`src/rtl/pipelined_multiplier.sv`:
```
// ---------------------------------------------------------------------------
// pipelined_multiplier
//
// Fully pipelined WIDTH x WIDTH integer multiplier for the core's multiply
// functional unit. It accepts one operation per cycle, never stalls, and
// returns each result LATENCY cycles after it was accepted.
//
// Result modes (op):
//   00 MUL_LO  low half of the product (sign-agnostic)
//   01 MULH_U  high half of the unsigned product
//   10 MULH_S  high half of the signed product
//   11 MAC     acc = (acc_clear ? 0 : acc) + low half of product
//
// Parameters:
//   WIDTH    operand/result width, 2..32
//   LATENCY  cycles from valid_in to valid_out, 1..4. LATENCY-1 input
//            retiming stages sit in front of the output/accumulator stage.
//
// Ports:
//   clock      rising-edge clock
//   reset      synchronous, active-high reset
//   in0, in1   operands A and B
//   op         result mode
//   acc_clear  MAC only: start a fresh accumulation
//   valid_in   operands, op and acc_clear are valid this cycle
//   out        result; holds its last value while valid_out is low
//   overflow   (optional) registered overflow flag aligned with valid_out
//   valid_out  out is valid this cycle
//
// Optional feature: define PIPELINED_MULTIPLIER_OVERFLOW_EN to add the
// overflow output. Without it the port and its logic do not exist.
// ---------------------------------------------------------------------------
module pipelined_multiplier #(
  parameter int WIDTH   = 16,
  parameter int LATENCY = 2
) (
  input  logic             clock,
  input  logic             reset,
  input  logic [WIDTH-1:0] in0,
  input  logic [WIDTH-1:0] in1,
  input  logic [1:0]       op,
  input  logic             acc_clear,
  input  logic             valid_in,
  output logic [WIDTH-1:0] out,
`ifdef PIPELINED_MULTIPLIER_OVERFLOW_EN
  output logic             overflow,
`endif
  output logic             valid_out
);

  localparam int N_PRE = LATENCY - 1;

  typedef enum logic [1:0] {
    OP_MUL_LO = 2'b00,
    OP_MULH_U = 2'b01,
    OP_MULH_S = 2'b10,
    OP_MAC    = 2'b11
  } op_e;

  // Everything that travels with an operation down the pipe.
  typedef struct packed {
    logic             valid;
    op_e              op;
    logic             clr;
    logic [WIDTH-1:0] a;
    logic [WIDTH-1:0] b;
  } stage_t;

  stage_t w_in;
  stage_t w_fin;

  always_comb begin
    w_in.valid = valid_in;
    w_in.op    = op_e'(op);
    w_in.clr   = acc_clear;
    w_in.a     = in0;
    w_in.b     = in1;
  end

  // -------------------------------------------------------------------------
  // Input retiming stages (absent when LATENCY == 1)
  // -------------------------------------------------------------------------
  generate
    if (N_PRE == 0) begin : g_no_pre
      assign w_fin = w_in;
    end else begin : g_pre
      stage_t r_pipe [N_PRE];

      // NOTE: sequential state uses non-blocking assignments so every stage
      // samples the previous stage's old value on the same edge.
      always_ff @(posedge clock) begin
        r_pipe[0] <= w_in;
        for (int i = 1; i < N_PRE; i++) begin
          r_pipe[i] <= r_pipe[i-1];
        end
        // NOTE: only the valid bits are reset; the data fields are qualified
        // by valid, so clearing them would just add reset fan-out to the
        // datapath and block DSP register absorption.
        if (reset) begin
          for (int i = 0; i < N_PRE; i++) begin
            r_pipe[i].valid <= 1'b0;
          end
        end
      end

      assign w_fin = r_pipe[N_PRE-1];
    end
  endgenerate

  // -------------------------------------------------------------------------
  // Final stage: product, accumulator add, result select
  // -------------------------------------------------------------------------
  logic [WIDTH-1:0]   r_out;
  logic               r_valid;
  logic [WIDTH-1:0]   r_acc;

  logic               w_signed;
  logic [2*WIDTH-1:0] w_a_ext;
  logic [2*WIDTH-1:0] w_b_ext;
  logic [2*WIDTH-1:0] w_prod;
  logic [WIDTH-1:0]   w_acc_base;
  logic [WIDTH-1:0]   w_acc_next;
  logic [WIDTH-1:0]   w_result;

  // One multiplier serves every mode: operands are sign- or zero-extended to
  // 2*WIDTH, so the truncated product equals P_s for MULH_S and P_u otherwise.
  // The low half is identical in both cases.
  always_comb begin
    w_signed   = (w_fin.op == OP_MULH_S);
    w_a_ext    = {{WIDTH{w_signed & w_fin.a[WIDTH-1]}}, w_fin.a};
    w_b_ext    = {{WIDTH{w_signed & w_fin.b[WIDTH-1]}}, w_fin.b};
    w_prod     = w_a_ext * w_b_ext;
    w_acc_base = w_fin.clr ? '0 : r_acc;
  end

`ifdef PIPELINED_MULTIPLIER_OVERFLOW_EN
  logic w_carry;
  assign {w_carry, w_acc_next} = {1'b0, w_acc_base} + {1'b0, w_prod[WIDTH-1:0]};
`else
  assign w_acc_next = w_acc_base + w_prod[WIDTH-1:0];
`endif

  // NOTE: the default is assigned before the case so no path leaves
  // w_result unassigned, which would otherwise infer a latch.
  always_comb begin
    w_result = w_prod[WIDTH-1:0];
    case (w_fin.op)
      OP_MULH_U,
      OP_MULH_S: w_result = w_prod[2*WIDTH-1:WIDTH];
      OP_MAC:    w_result = w_acc_next;
      default:   w_result = w_prod[WIDTH-1:0];
    endcase
  end

  // The accumulator add lives in this stage so back-to-back MACs see the
  // previous result after a single cycle of feedback.
  always_ff @(posedge clock) begin
    if (reset) begin
      r_out   <= '0;
      r_valid <= 1'b0;
      r_acc   <= '0;
    end else begin
      r_valid <= w_fin.valid;
      if (w_fin.valid) begin
        r_out <= w_result;
        if (w_fin.op == OP_MAC) begin
          r_acc <= w_acc_next;
        end
      end
    end
  end

  assign out       = r_out;
  assign valid_out = r_valid;

`ifdef PIPELINED_MULTIPLIER_OVERFLOW_EN
  logic r_overflow;
  logic w_overflow;

  always_comb begin
    w_overflow = 1'b0;
    case (w_fin.op)
      OP_MUL_LO: w_overflow = |w_prod[2*WIDTH-1:WIDTH];
      OP_MAC:    w_overflow = w_carry | (|w_prod[2*WIDTH-1:WIDTH]);
      default:   w_overflow = 1'b0;
    endcase
  end

  // Cleared on bubbles so the flag is only ever high alongside valid_out.
  always_ff @(posedge clock) begin
    if (reset) begin
      r_overflow <= 1'b0;
    end else begin
      r_overflow <= w_fin.valid & w_overflow;
    end
  end

  assign overflow = r_overflow;
`endif

endmodule

```
`config.mk`:
```
export PLATFORM = sky130hd
export DESIGN_NAME = pipelined_multiplier
export DESIGN_NICKNAME = d
export VERILOG_FILES = /design/src/rtl/pipelined_multiplier.sv
export SDC_FILE = /design/constraint.sdc
export NUM_CORES = 1
export LEC_CHECK = 0
export CAP_MARGIN = 5
export CORE_MARGIN = 2
export CORE_UTILIZATION = 45
export CTS_CLUSTER_DIAMETER = 200
export DETAILED_ROUTE_END_ITERATION = 10
export GPL_ROUTABILITY_DRIVEN = 1
export SLEW_MARGIN = 20
export SYNTH_ARGS = -nofsm -noshare
export SYNTH_HDL_FRONTEND = slang
export SYNTH_SLANG_ARGS = --single-unit
```
`constraint.sdc`:
```
create_clock -name clock -period 10.25 [get_ports clock]
set_input_delay 1.5375 -clock clock [delete_from_list [all_inputs] [get_ports clock]]
set_output_delay 1.5375 -clock clock [all_outputs]
set_load 0.05 [all_outputs]
```
==> images/ff_map.png <==
Bar = 50 microns. Other sequential cells in the stronger grey, the rest of the logic in the fainter grey.
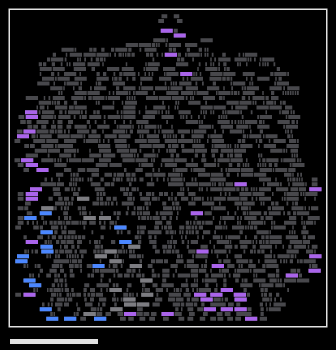
g_pre.r_pipe: shown in purple, sequential cells 36, where widely spread. r_acc: shown in blue, sequential cells 16, where south-west.

==> images/congestion_map.png <==
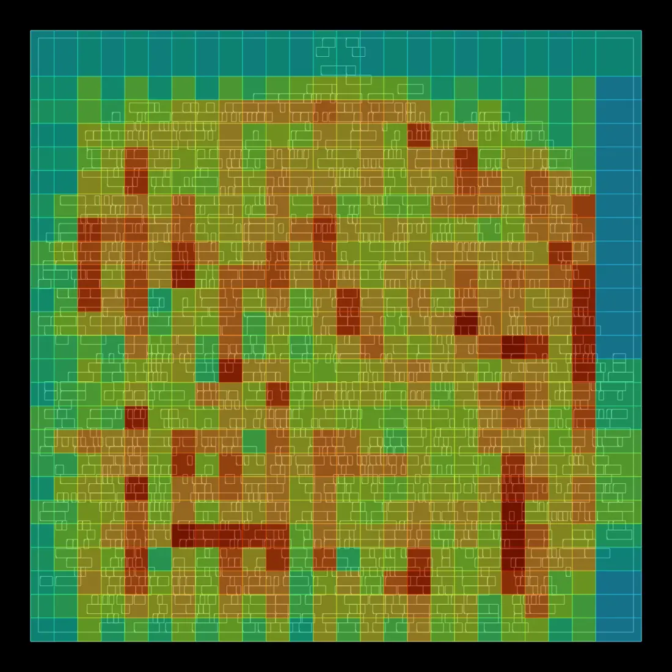
met3 Track Usage GR: 2.57%
met1 Track Usage GR: 31.3%
Global Route Usage Sum: 22.4%
fin util: 49.2%

==> images/clock_wires.png <==
Bar = 50 microns.
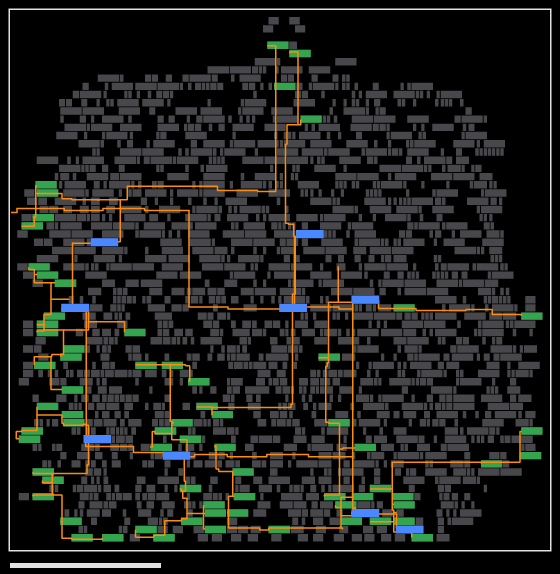
clock-net drivers: shown in blue, count 9. clock wires: shown in orange, length 1550 microns. flip-flops: shown in green, count 69.
There are 10 routed clock nets.

==> results.json <==
{
  "grt_antenna_before_repair": 0,
  "htree_levels": 3,
  "area_growth_pct": 8.34,
  "num-fill-cells": 2902,
  "grt_max_degree": 33,
  "io_pins": 55,
  "ff_type": "dfxtp_1",
  "finalSetupViolCount": 0,
  "antenna-diode-count": 0,
  "cp.required_ns": 10.50,
  "gp_congestion": 0.896,
  "synthesis.nets": 1974,
  "die-area_sq_um": 32000,
  "synth.distinct_cells": 63,
  "rsz0062_at_grt": "no",
  "yosysTopAreaCellShare_pct": 41.1,
  "syn_inst": 1553,
  "warnings": 28,
  "ys.flops": 69,
  "worst_pin_slew_ns": 0.963,
  "setup_tns_ns": 0,
  "top_cells_by_count": "inv_1, fa_1, nand2_1, and2_1, ha_1",
  "cp.arrival_ns": 7.33,
  "relSlewSlack_pct": 35.7,
  "wirelength_microns": 33400,
  "hold_class": "register to register",
  "fin_area_sq_um": 14900,
  "wire_per_inst_microns": 17.0,
  "cts.sinks": 69,
  "ys_chip_area_sq_um": 13800,
  "status": "finished clean",
  "max-cap-violations": 0,
  "min_period_ns": 7.07,
  "dieHeight_microns": 179,
  "ys_cells": 1553,
  "synth-edff-count": 0,
  "antenna_left": 0,
  "root_buffer": "clkbuf_16",
  "clock.fmax_mhz": 141,
  "port_buffers": 54,
  "cts_buffers": 9,
  "grt_first_pass_wirelength_microns": 55100,
  "topCellsByArea": "fa_1, inv_1, dfxtp_1",
  "critPathKind": "register to register",
  "core_sq_um": 30300,
  "tritoncts": "built",
  "largest_area_cell": "fa_1",
  "die_w_microns": 179,
  "end_kind": "register",
  "synth-async-reset-ratio_pct": 0,
  "remaining_drc_errors": 0,
  "critPathMaxFanout": 16,
  "clk_pin_slew_ns": 0.07,
  "post_cts_buffers": 0,
  "clk_latency_ns": 0.37,
  "placed_area_sq_um": 14600,
  "ys_seq_share_pct": 10.0,
  "grt_pass1_vias": 10500,
  "synth.most_common_cell": "inv_1",
  "final_max_slew_viol_count": 0,
  "via_per_inst": 5.14,
  "synth_area_per_cell_sq_um": 8.87,
  "drive_gt1_share_pct": 2.99,
  "cts_resized": 0,
  "hold_buffers": 0,
  "dr.pass1.iters": 6,
  "hold_viol_final": 0,
  "clock_skew_ns": 0.0115,
  "num_vias": 10100,
  "fin_nets": 1989,
  "fp_util_pct": 45.4,
  "final.period_utilization_pct": 69.0,
  "num_rows": 64,
  "syn_area_sq_um": 13800,
  "synth_warnings": 0,
  "cts_buffer_depth": 2,
  "grt_overflow": 0,
  "drt-initial-drc-count": 603,
  "dp_hpwl_microns": 27600,
  "startpoint_type": "register"
}
-- worst paths after layout --
kind	start	endpoint	slack, ns	cells past startpoint
min	r_acc[9]$_SDFFE_PP0P_	r_acc[9]$_SDFFE_PP0P_	0.45	2
min reg2reg	r_acc[9]$_SDFFE_PP0P_	r_acc[9]$_SDFFE_PP0P_	0.45	2
max reg2reg	g_pre.r_pipe[0][33]$_DFF_P_	out[15]$_SDFFE_PP0P_	3.18	22
max	g_pre.r_pipe[0][33]$_DFF_P_	out[15]$_SDFFE_PP0P_	3.18	22
-- cells in the final DEF, fill, tap and decap left out, types with 21 or more instances in the layout --
cell / instances
a21oi_1: 46
and2_1: 140
clkdlybuf4s50_1: 54
dfxtp_1: 69
fa_1: 283
ha_1: 100
inv_1: 379
nand2_1: 186
nor2_1: 44
nor3_1: 24
o21ai_0: 21
xnor2_1: 35
-- routing by layer --
layer	global-route usage, %	up-vias	wire (microns)
li1	-	4707	-
met3	2.57	35	1290
met5	0	-	0
met1	31.3	5163	15300
met4	4.91	0	482
met2	37.7	222	16300
-- critical path: stages (launching register included) --
cell	delay, ns
dfxtp_1	0.32
inv_1	0.08
ha_1	0.45
nand2_1	0.53
or2_2	0.47
fa_1	0.45
fa_1	0.49
inv_1	0.05
fa_1	0.44
fa_1	0.49
inv_1	0.07
fa_1	0.49
inv_1	0.05
fa_1	0.47
ha_1	0.45
nand3_1	0.14
a211oi_2	0.25
o221ai_2	0.18
a211oi_4	0.34
o21ai_1	0.16
o2111a_1	0.27
nor3_1	0.23
a21oi_1	0.09
-- state kept, by name (all words and copies together), names as in the netlist --
register and count:
g_pre.r_pipe 36, valid_out 1, r_acc 16, out 16
-- per-stage QoR --
stage | hold slack (ns) | setup slack (ns) | utilization [%] | instances
floorplan | 0.427 | 3.87 | - | 1553
global placement | 0.436 | 3.38 | 48.3 | 1953
detailed placement | 0.443 | 3.29 | 48.3 | 1953
CTS | 0.452 | 3.24 | 49.2 | 1969
global route | 0.470 | 2.86 | 49.2 | 1969
finish | 0.450 | 3.18 | 49.2 | 1969
-- logic make-up after synthesis --
logic type      count (synthesis)  share of synthesized area (%)
fa+ha+maj                     383                           50.2
xor+xnor                       47                           3.09
mux                             3                          0.227
buf+inv                       434                           11.8
flops                          69                           10.0
simple gates                  454                           16.2
compound gates                163                           8.44
-- cell type report --
| class | instances | area, sq um | share of cell area [%] |
|---|---|---|---|
| clock inverter | 7 | 55.1 | 0.369 |
| timing repair buffer | 59 | 578 | 3.87 |
| sequential | 69 | 1380 | 9.25 |
| multi-input combinational | 1050 | 10800 | 72.1 |
| clock buffer | 9 | 225 | 1.51 |
| tap | 396 | 495 | 3.32 |
| inverter | 379 | 1420 | 9.53 |
